**src/rtl/fifo_wr_arbiter_pkg.sv**
```systemverilog
// Shared types and constants for the fifo1 write-port arbiter.
package fifo_arb_pkg;

  typedef enum logic {
    IDLE  = 1'b0,
    GRANT = 1'b1
  } arb_state_t;

  // One fifo1 word carries one 10-byte packet.
  localparam int PKT_BYTES = 10;
  localparam int PKT_DSIZE = PKT_BYTES * 8;

endpackage

```
**src/rtl/fifo_wr_arbiter_if.sv**
```systemverilog
// Requester handshakes plus the fifo1 write port, bundled for the arbiter.
// The master side is the environment (packet sources and fifo1 full flag);
// the slave side is the arbiter itself.
interface fifo_wr_arbiter_if
  import fifo_arb_pkg::*;
#(
  parameter int NREQ  = 4,
  parameter int DSIZE = PKT_DSIZE
);

  logic [NREQ-1:0]       req_valid;
  logic [NREQ*DSIZE-1:0] req_data;
  logic [NREQ-1:0]       req_ready;
  logic                  wfull;
  logic                  winc;
  logic [DSIZE-1:0]      wdata;

  modport master (
    output req_valid,
    output req_data,
    output wfull,
    input  req_ready,
    input  winc,
    input  wdata
  );

  modport slave (
    input  req_valid,
    input  req_data,
    input  wfull,
    output req_ready,
    output winc,
    output wdata
  );

endinterface

```
**src/rtl/fifo_wr_arbiter_rr_picker.sv**
```systemverilog
// Rotating-priority encoder: returns the first asserted request found when
// scanning start, start+1, ... modulo NREQ.
module rr_picker #(
  parameter int NREQ = 4
) (
  input  logic [NREQ-1:0]         req,
  input  logic [$clog2(NREQ)-1:0] start,
  output logic                    any,
  output logic [$clog2(NREQ)-1:0] idx
);

  localparam int IW = $clog2(NREQ);

  // Walk from the farthest offset back toward start so the nearest request wins.
  always_comb begin
    int pos;
    pos = 0;
    any = |req;
    idx = start;
    for (int k = NREQ - 1; k >= 0; k--) begin
      pos = int'(start) + k;
      if (pos >= NREQ) begin
        pos = pos - NREQ;
      end
      if (req[IW'(pos)]) begin
        idx = IW'(pos);
      end
    end
  end

endmodule

```
**src/rtl/fifo_wr_arbiter.sv**
```systemverilog
// Round-robin arbiter sharing the fifo1 write port between NREQ packet
// sources. A grant lasts for up to BURST accepted packets or until the
// granted source withdraws valid; a full fifo stalls but never releases it.
// Every grant is preceded by one IDLE arbitration cycle.
module fifo_wr_arbiter
  import fifo_arb_pkg::*;
#(
  parameter int NREQ  = 4,
  parameter int DSIZE = PKT_DSIZE,
  parameter int BURST = 4,
  parameter int CW    = 16
) (
  input  logic                    wclk,
  input  logic                    rst,
  fifo_wr_arbiter_if.slave        bus,
  output logic                    gnt_active,
  output logic [$clog2(NREQ)-1:0] gnt_id,
  output logic [CW-1:0]           pkt_count,
  output logic [CW-1:0]           full_stall_count
);

  localparam int IW = $clog2(NREQ);
  localparam int BW = (BURST > 1) ? $clog2(BURST) : 1;

  arb_state_t      state_q, state_d;
  logic [IW-1:0]   rr_ptr_q, rr_ptr_d;
  logic [IW-1:0]   gnt_id_q, gnt_id_d;
  logic [BW-1:0]   burst_cnt_q, burst_cnt_d;
  logic [CW-1:0]   pkt_cnt_q, pkt_cnt_d;
  logic [CW-1:0]   stall_cnt_q, stall_cnt_d;

  logic            pick_any;
  logic [IW-1:0]   pick_idx;
  logic            sel_valid;
  logic [DSIZE-1:0] sel_data;
  logic            xfer;
  logic            stall;

  function automatic logic [CW-1:0] sat_inc(input logic [CW-1:0] v);
    return (v == {CW{1'b1}}) ? v : v + CW'(1);
  endfunction

  function automatic logic [IW-1:0] next_idx(input logic [IW-1:0] i);
    return (i == IW'(NREQ - 1)) ? '0 : i + IW'(1);
  endfunction

  rr_picker #(
    .NREQ (NREQ)
  ) u_picker (
    .req   (bus.req_valid),
    .start (rr_ptr_q),
    .any   (pick_any),
    .idx   (pick_idx)
  );

  // Select the granted source's valid and packet; the data path is shared
  // with IDLE, where it is simply ignored because winc stays low.
  always_comb begin
    sel_valid = bus.req_valid[0];
    sel_data  = bus.req_data[DSIZE-1:0];
    for (int i = 0; i < NREQ; i++) begin
      if (gnt_id_q == IW'(i)) begin
        sel_valid = bus.req_valid[i];
        sel_data  = bus.req_data[i*DSIZE +: DSIZE];
      end
    end
  end

  // FSM next state, grant bookkeeping, handshake outputs and statistics.
  always_comb begin
    state_d     = state_q;
    rr_ptr_d    = rr_ptr_q;
    gnt_id_d    = gnt_id_q;
    burst_cnt_d = burst_cnt_q;
    xfer        = 1'b0;
    stall       = 1'b0;
    bus.req_ready = '0;

    unique case (state_q)
      IDLE: begin
        if (pick_any) begin
          gnt_id_d    = pick_idx;
          burst_cnt_d = '0;
          state_d     = GRANT;
        end
      end
      GRANT: begin
        // Ready reflects only fifo space so a source may present valid any time.
        for (int i = 0; i < NREQ; i++) begin
          bus.req_ready[i] = (gnt_id_q == IW'(i)) && !bus.wfull;
        end
        xfer  = sel_valid && !bus.wfull;
        stall = sel_valid && bus.wfull;
        if (xfer) begin
          burst_cnt_d = burst_cnt_q + BW'(1);
          if (burst_cnt_q == BW'(BURST - 1)) begin
            state_d  = IDLE;
            rr_ptr_d = next_idx(gnt_id_q);
          end
        end else if (!sel_valid) begin
          state_d  = IDLE;
          rr_ptr_d = next_idx(gnt_id_q);
        end
      end
      default: begin
        state_d = IDLE;
      end
    endcase

    pkt_cnt_d   = xfer  ? sat_inc(pkt_cnt_q)   : pkt_cnt_q;
    stall_cnt_d = stall ? sat_inc(stall_cnt_q) : stall_cnt_q;
  end

  // Register all arbiter state; reset forces an immediate return to IDLE.
  always_ff @(posedge wclk or posedge rst) begin
    if (rst) begin
      state_q     <= IDLE;
      rr_ptr_q    <= '0;
      gnt_id_q    <= '0;
      burst_cnt_q <= '0;
      pkt_cnt_q   <= '0;
      stall_cnt_q <= '0;
    end else begin
      state_q     <= state_d;
      rr_ptr_q    <= rr_ptr_d;
      gnt_id_q    <= gnt_id_d;
      burst_cnt_q <= burst_cnt_d;
      pkt_cnt_q   <= pkt_cnt_d;
      stall_cnt_q <= stall_cnt_d;
    end
  end

  assign bus.winc         = xfer;
  assign bus.wdata        = sel_data;
  assign gnt_active       = (state_q == GRANT);
  assign gnt_id           = gnt_id_q;
  assign pkt_count        = pkt_cnt_q;
  assign full_stall_count = stall_cnt_q;

endmodule
```
**src/flat_wrapper.sv**
```systemverilog
// flat-port wrapper written by rule: the top's interface ports become plain ports
module fifo_wr_arbiter_flat import fifo_arb_pkg::*;
#(
  parameter int NREQ  = 4,
  parameter int DSIZE = PKT_DSIZE,
  parameter int BURST = 4,
  parameter int CW    = 16
)
  (wclk, rst, gnt_active, gnt_id, pkt_count, full_stall_count, bus_req_valid, bus_req_data, bus_wfull, bus_req_ready, bus_winc, bus_wdata);
  fifo_wr_arbiter_if #(.NREQ(NREQ), .DSIZE(DSIZE)) bus_i ();
  input  logic wclk;
  input  logic rst;
  output logic gnt_active;
  output logic [$clog2(NREQ)-1:0] gnt_id;
  output logic [CW-1:0] pkt_count;
  output logic [CW-1:0] full_stall_count;
  input wire logic [$bits(bus_i.req_valid)-1:0] bus_req_valid;
  input wire logic [$bits(bus_i.req_data)-1:0] bus_req_data;
  input wire logic [$bits(bus_i.wfull)-1:0] bus_wfull;
  output wire logic [$bits(bus_i.req_ready)-1:0] bus_req_ready;
  output wire logic [$bits(bus_i.winc)-1:0] bus_winc;
  output wire logic [$bits(bus_i.wdata)-1:0] bus_wdata;
  assign bus_i.req_valid = bus_req_valid;
  assign bus_i.req_data = bus_req_data;
  assign bus_i.wfull = bus_wfull;
  assign bus_req_ready = bus_i.req_ready;
  assign bus_winc = bus_i.winc;
  assign bus_wdata = bus_i.wdata;
  fifo_wr_arbiter #(.NREQ(NREQ), .DSIZE(DSIZE), .BURST(BURST), .CW(CW)) u_core (.wclk(wclk), .rst(rst), .bus(bus_i), .gnt_active(gnt_active), .gnt_id(gnt_id), .pkt_count(pkt_count), .full_stall_count(full_stall_count));
endmodule
```
**config.mk**
```make
export PLATFORM = sky130hd
export DESIGN_NAME = fifo_wr_arbiter_flat
export DESIGN_NICKNAME = d
export VERILOG_FILES = /design/src/rtl/fifo_wr_arbiter_pkg.sv /design/src/rtl/fifo_wr_arbiter_if.sv /design/src/rtl/fifo_wr_arbiter_rr_picker.sv /design/src/rtl/fifo_wr_arbiter.sv /design/src/flat_wrapper.sv
export SDC_FILE = /design/constraint.sdc
export NUM_CORES = 1
export LEC_CHECK = 0
export CORE_AREA = 2 2 175 177
export CTS_CLUSTER_SIZE = 20
export DETAILED_ROUTE_END_ITERATION = 8
export DIE_AREA = 0 0 177 179
export MAX_ROUTING_LAYER = met4
export PLACE_DENSITY = 0.44
export SETUP_SLACK_MARGIN = 0.15
export SLEW_MARGIN = 20
export SYNTH_ARGS = -nofsm -noshare
export SYNTH_HDL_FRONTEND = slang
export SYNTH_SLANG_ARGS = --single-unit
export TNS_END_PERCENT = 5
```
**constraint.sdc**
```tcl
create_clock -name wclk -period 5.2 [get_ports wclk]
set_input_delay 1.04 -clock wclk [delete_from_list [all_inputs] [get_ports wclk]]
set_output_delay 1.04 -clock wclk [all_outputs]
set_load 0.01 [all_outputs]
```
Placed cells, one color a class:
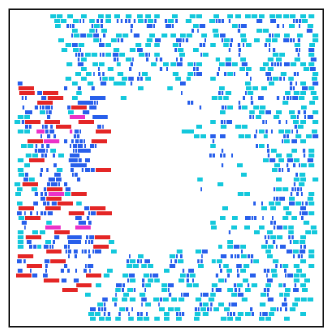
color	class	cells	share of their area
cyan	remaining buffers and delay cells	459	51%
blue	combinational and other logic	564	37%
red	sequential cells	39	11%
magenta	clock drivers and dummy loads	7	1.6%

Signal wires by layer:
Two of the layers only.
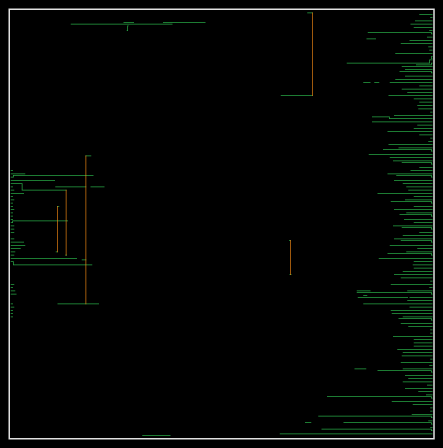
color	layer	wire length
green	metal 3	2030 um
orange	metal 4	157 um

Clock network drawn from the DEF:
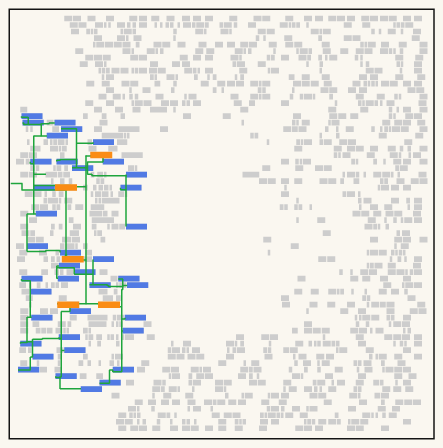
[blue] flip-flops | count: 39
[orange] clock drivers | count: 5
[green] clock wires | length: 609 um
routed clock nets	6

[logic make-up after synthesis]
family	count (synthesis)
simple gates	259
compound gates	180
mux	86
buf+inv	54
flops	39
xor+xnor	23
fa+ha+maj	7
[worst register-to-register path: stages, from the launching register on]
cell	delay, ps
dfrtp_1	480
inv_1	170
ha_4	620
or3b_2	560
o311ai_4	180
nor2_1	180
nand3_1	110
mux2_1	310
[registers in the layout (all words and copies together) (netlist names)]
name,count
u_core.full_stall_count,16
u_core.pkt_count,16
u_core.burst_cnt_q,2
u_core.gnt_id,2
u_core.rr_ptr_q,2
u_core.gnt_active,1
==> results.yml <==
# flow metrics
global_route:
  grt_pass1_wl_um: 39920
  grt.overflow.total: 0
  top_usage_layer: "met2"
  use_met3: 0.03711
  gr-usage-all-layers: 0.1737
drt:
  drc: 0
  dr_total_vias: 6123
  wl_met3_um: 2033
  highest-signal-layer: "met4"
  drt_first_iter_violations: 270
yosys:
  netlist_instances: 648
  common_cells: "nand2_1 (101), nor2_1 (92), a21oi_1 (85)"
  simple_gate_share: 0.2582
  avgSynthCellArea_sq_um: 6.918
  synth_async_sr_flop_share: 1.000
  synth_area_sq_um: 4483
  logic_family: "simple AND/OR/NAND/NOR gates"
  syn_nets: 982
  yosys-stat-cells: 648
  yosys_warnings: 0
die:
  die_area_sq_um: 31680
  floorplanUtilization: 0.1493
  pin_count: 447
layout:
  drive_gt1_frac: 0.03461
  lay_top_cells: "clkdlybuf4s50_1 (446), nand2_1 (101), nor2_1 (92)"
  finish.instance_area_sq_um: 9584
  clk_share: 0.01501
  buf_share: 0.4786
  seq_area_frac: 0.1018
outcome:
  outcome: "finished, final reports clean"
critical_path:
  worstSetupEndpoint: "bus_wdata[57]"
  worst_ep_arrival_time_ps: 3120
  cp_cell_sequence: "inv_1 > ha_4 > buf_4 > a21oi_1 > o21ai_0 > clkdlybuf4s50_1"
  r2r_start: "u_core.gnt_id[0]"
timing:
  hold_slack_ps: 507.5
  fin_crit_sh: 0.8007
  finalSetupTns_ps: 0
power:
  p_leak_nw: 3.556
  power.internal_mw: 2.132
  pwr-share-comb: 0.800
  maxPowerGroup: "combinational cells"
clock_network:
  clk_pin_slew_ps: 60
  cts.sinks: 39
  post-cts-setup-buffer-count: 0
  cts_max_path_buffers: 2
min_path:
  holdCritStartpoint: "u_core.burst_cnt_q[1]"
Power figures rest on the tool's default switching activity, not on a simulated workload.
